Where the registers sit:
Bar = 10 um. Other sequential cells in the stronger grey, the rest of the logic in the fainter grey.
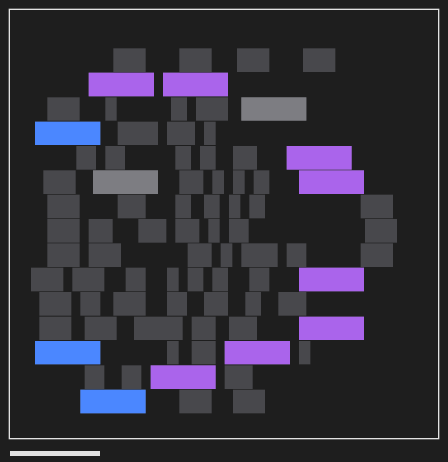
Wiring by layer:
Bar = 10 um. Two of the layers only.
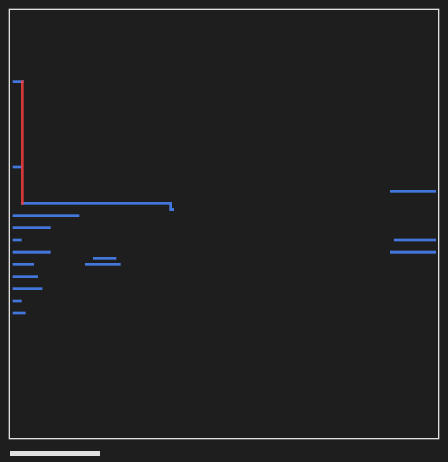
--- config.mk ---
export PLATFORM = sky130hd
export DESIGN_NAME = first_circuit
export DESIGN_NICKNAME = d
export VERILOG_FILES = /design/src/rtl/first_circuit_pkg.sv /design/src/rtl/first_circuit_aoi3.sv /design/src/rtl/first_circuit.sv
export SDC_FILE = /design/constraint.sdc
export NUM_CORES = 1
export LEC_CHECK = 0
export CAP_MARGIN = 20
export CELL_PAD_IN_SITES_DETAIL_PLACEMENT = 1
export CELL_PAD_IN_SITES_GLOBAL_PLACEMENT = 1
export CORE_MARGIN = 2
export CORE_UTILIZATION = 29
export CTS_BUF_LIST = sky130_fd_sc_hd__clkbuf_4 sky130_fd_sc_hd__clkbuf_8
export DETAILED_ROUTE_END_ITERATION = 12
export HOLD_SLACK_MARGIN = 0.15
export PLACE_DENSITY = 0.83
export RECOVER_POWER = 25
export SETUP_SLACK_MARGIN = 0.2
export SYNTH_ARGS = -nofsm -noshare
export SYNTH_HDL_FRONTEND = slang
export SYNTH_HIERARCHICAL = 1
export SYNTH_SLANG_ARGS = --single-unit
--- constraint.sdc ---
create_clock -name clk -period 4.5 [get_ports clk]
set_input_delay 0.9 -clock clk [delete_from_list [all_inputs] [get_ports clk]]
set_output_delay 0.9 -clock clk [all_outputs]
set_load 0.1 [all_outputs]
--- src/rtl/first_circuit_pkg.sv ---
// Shared constants for the first_circuit AOI glue block.
package first_circuit_pkg;

    // Bit positions of the product terms inside the terms vector
    localparam int TERM_AB = 0;
    localparam int TERM_CD = 1;
    localparam int TERM_EF = 2;

    localparam int NUM_TERMS = 3;

    // Output value after reset; equals the AOI result of all-zero inputs
    localparam logic Y_RST = 1'b1;

    // Default width of the saturating change counter
    localparam int CNT_W_DEFAULT = 8;

endpackage

--- src/rtl/first_circuit_aoi3.sv ---
// Purely combinational 3-term AND-OR-INVERT core: y_nxt = ~((a&b)|(c&d)|(e&f)).
module first_circuit_aoi3
    import first_circuit_pkg::*;
(
    input  logic                 a,
    input  logic                 b,
    input  logic                 c,
    input  logic                 d,
    input  logic                 e,
    input  logic                 f,
    output logic [NUM_TERMS-1:0] terms,
    output logic                 y_nxt
);

    logic [NUM_TERMS-1:0] left_in;
    logic [NUM_TERMS-1:0] right_in;

    // Group the operand pairs so that bit i of each vector forms product term i
    always_comb begin
        left_in           = '0;
        right_in          = '0;
        left_in[TERM_AB]  = a;
        right_in[TERM_AB] = b;
        left_in[TERM_CD]  = c;
        right_in[TERM_CD] = d;
        left_in[TERM_EF]  = e;
        right_in[TERM_EF] = f;
    end

    genvar gi;
    generate
        for (gi = 0; gi < NUM_TERMS; gi++) begin : g_term
            assign terms[gi] = left_in[gi] & right_in[gi];
        end
    endgenerate

    assign y_nxt = ~(|terms);

endmodule

--- src/rtl/first_circuit.sv ---
// Registered AOI gate with per-term status, change pulse and saturating
// change counter.
// Optional feature macro: FIRST_CIRCUIT_INREG_EN adds one input register
// stage in front of the AOI core (latency 2 instead of 1).
module first_circuit
    import first_circuit_pkg::*;
#(
    parameter int CNT_W = CNT_W_DEFAULT
) (
    input  logic                 clk,
    input  logic                 rst,
    input  logic                 a,
    input  logic                 b,
    input  logic                 c,
    input  logic                 d,
    input  logic                 e,
    input  logic                 f,
    output logic                 y,
    output logic [NUM_TERMS-1:0] terms,
    output logic                 y_chg,
    output logic [CNT_W-1:0]     chg_cnt
);

    localparam logic [CNT_W-1:0] CNT_MAX = {CNT_W{1'b1}};

    // Inputs as seen by the AOI core, packed {f,e,d,c,b,a}
    logic [5:0] in_s;

`ifdef FIRST_CIRCUIT_INREG_EN
    logic [5:0] in_reg;

    // Extra input stage; clears to zero so y stays at its reset value
    always_ff @(posedge clk) begin
        if (rst) begin
            in_reg <= '0;
        end else begin
            in_reg <= {f, e, d, c, b, a};
        end
    end

    assign in_s = in_reg;
`else
    assign in_s = {f, e, d, c, b, a};
`endif

    logic [NUM_TERMS-1:0] terms_next;
    logic                 y_next;

    first_circuit_aoi3 u_aoi3 (
        .a     (in_s[0]),
        .b     (in_s[1]),
        .c     (in_s[2]),
        .d     (in_s[3]),
        .e     (in_s[4]),
        .f     (in_s[5]),
        .terms (terms_next),
        .y_nxt (y_next)
    );

    logic                 y_reg;
    logic [NUM_TERMS-1:0] terms_reg;
    logic                 y_chg_reg;
    logic [CNT_W-1:0]     cnt_reg;
    logic                 chg_next;
    logic [CNT_W-1:0]     cnt_next;

    // Change detect against the currently held output; counter holds at max
    always_comb begin
        chg_next = (y_next != y_reg);
        cnt_next = cnt_reg;
        if (chg_next && (cnt_reg != CNT_MAX)) begin
            cnt_next = cnt_reg + 1'b1;
        end
    end

    // Output registers; reset wins over any sample presented on this edge
    always_ff @(posedge clk) begin
        if (rst) begin
            y_reg     <= Y_RST;
            terms_reg <= '0;
            y_chg_reg <= 1'b0;
            cnt_reg   <= '0;
        end else begin
            y_reg     <= y_next;
            terms_reg <= terms_next;
            y_chg_reg <= chg_next;
            cnt_reg   <= cnt_next;
        end
    end

    assign y       = y_reg;
    assign terms   = terms_reg;
    assign y_chg   = y_chg_reg;
    assign chg_cnt = cnt_reg;

endmodule

==> run notes <==
- **Post-DP HPWL** 987 um
- **area of the multi-input gates** 288 um2
- **number of nets in the synthesized netlist** 68
- **number of design-rule violations left by the first detailed-router iteration** 10
- **Chip Footprint** 2280 um2
- **standby leakage power** 0.293 nW
- **number of register bits inferred by synthesis** 13
- **Slowest cell on crit path** sky130_fd_sc_hd__dlygate4sd3_1
- **chip area line of the yosys report** 556 um2
- **element type at the critical path end** flip-flop
- **count of hold-fix buffers inserted at cts** 0
- **combinational group share of total power** 30.4%
- **placed instance area** 783 um2
- **via density per instance** 4.93
- **Critical path buffers and inverters** 1
- **P_int** 187 uW
- **maximum clock path buffer count** 2
- **synthesized area per cell** 9.42 um2
- **Final Max-Slew Violation Tally** 0
- **top fanout value on the critical path** 5
- **worst min-delay path startpoint** chg_cnt[5]
- **Cell Rows** 15
- **Final Setup Violations** 0
- **post-placement cell count** 103
- **final net count** 92
- **number of synthesized flops with an enable pin** 0
- **final sum of negative setup slack** 0 ns
- **share of the synthesized area in the top cell type** 46.8%
- **clock tree sinks** 13
- **area inside the core boundary** 1760 um2
- **number of levels in the clock H-tree** 1
- **predominant post-synthesis flop cell** sky130_fd_sc_hd__dfxtp_1
- **CP max stage delay** 0.55 ns
- **final WL** 1.31 mm
- **clock skew** 0.00377 ns
- **Largest delay share family, worst path** AND-OR/OR-AND gates
- **outcome** finished clean
- **dominant kind of cell by area** logic gates
- **dominant cell by count in the synthesized netlist** sky130_fd_sc_hd__dfxtp_1
- **insertion delay at the late pin of the worst-skew pair** 0.27 ns
- **1st-pass router iterations** 5
- **Seq share, synth** 46.8%
- **diode count** 0
- **number of filler cells placed in the layout** 220
- **timing startpoint of the critical path** a
- **boundary pin count** 21
- **sequential cell count** 13
- **WP data required** 4.66 ns
- **mean routed wirelength per cell** 12.2 um
- **global-route track usage on met1** 17.1%
- **number of warnings the tools reported** 26
- **Finished Cell Area** 813 um2
## Picture notes: 'where the registers sit'
| colour | name in the netlist | flops |
|---|---|---|
| purple | `chg_cnt` | 8 |
| blue | `terms` | 3 |
not coloured: 2
flip-flop and latch power: 128 uW
fraction of standard cell area that is sequential: 32.0%
area occupied by registers: 260 um2
utilization of the core after routing: 46.1%

## Picture notes: 'wiring by layer'
| colour | layer | wire length |
|---|---|---|
| blue | met3 | 64.2 um |
| red | met4 | 13.6 um |

## final timing paths
kind / endpoint / slack [ns]
max: chg_cnt[3] / 1.65
min: chg_cnt[5] / 0.55
max reg2reg: chg_cnt[1] / 3.05
min reg2reg: chg_cnt[5] / 0.55
## cells by family (layout without fill, tap and decap cells)
kind of cell	Yosys count	after routing	share of synthesized area, %
adder cells (fa/ha/maj)	1	1	2.25
flip-flops	13	13	46.8
AND-OR/OR-AND	9	9	11.0
multiplexers	2	2	4.50
buffers and inverters	2	25	1.35
AND/OR/NAND/NOR	28	28	27.7
XOR/XNOR	4	4	6.31
## tightest hold or removal path: cells and delay by family (launching register included)
family / cells / cell delay, ns
compound gates: 1 / 0.07
flops: 1 / 0.35
buf+inv: 1 / 0.08
Power and IR drop assume default switching activity.
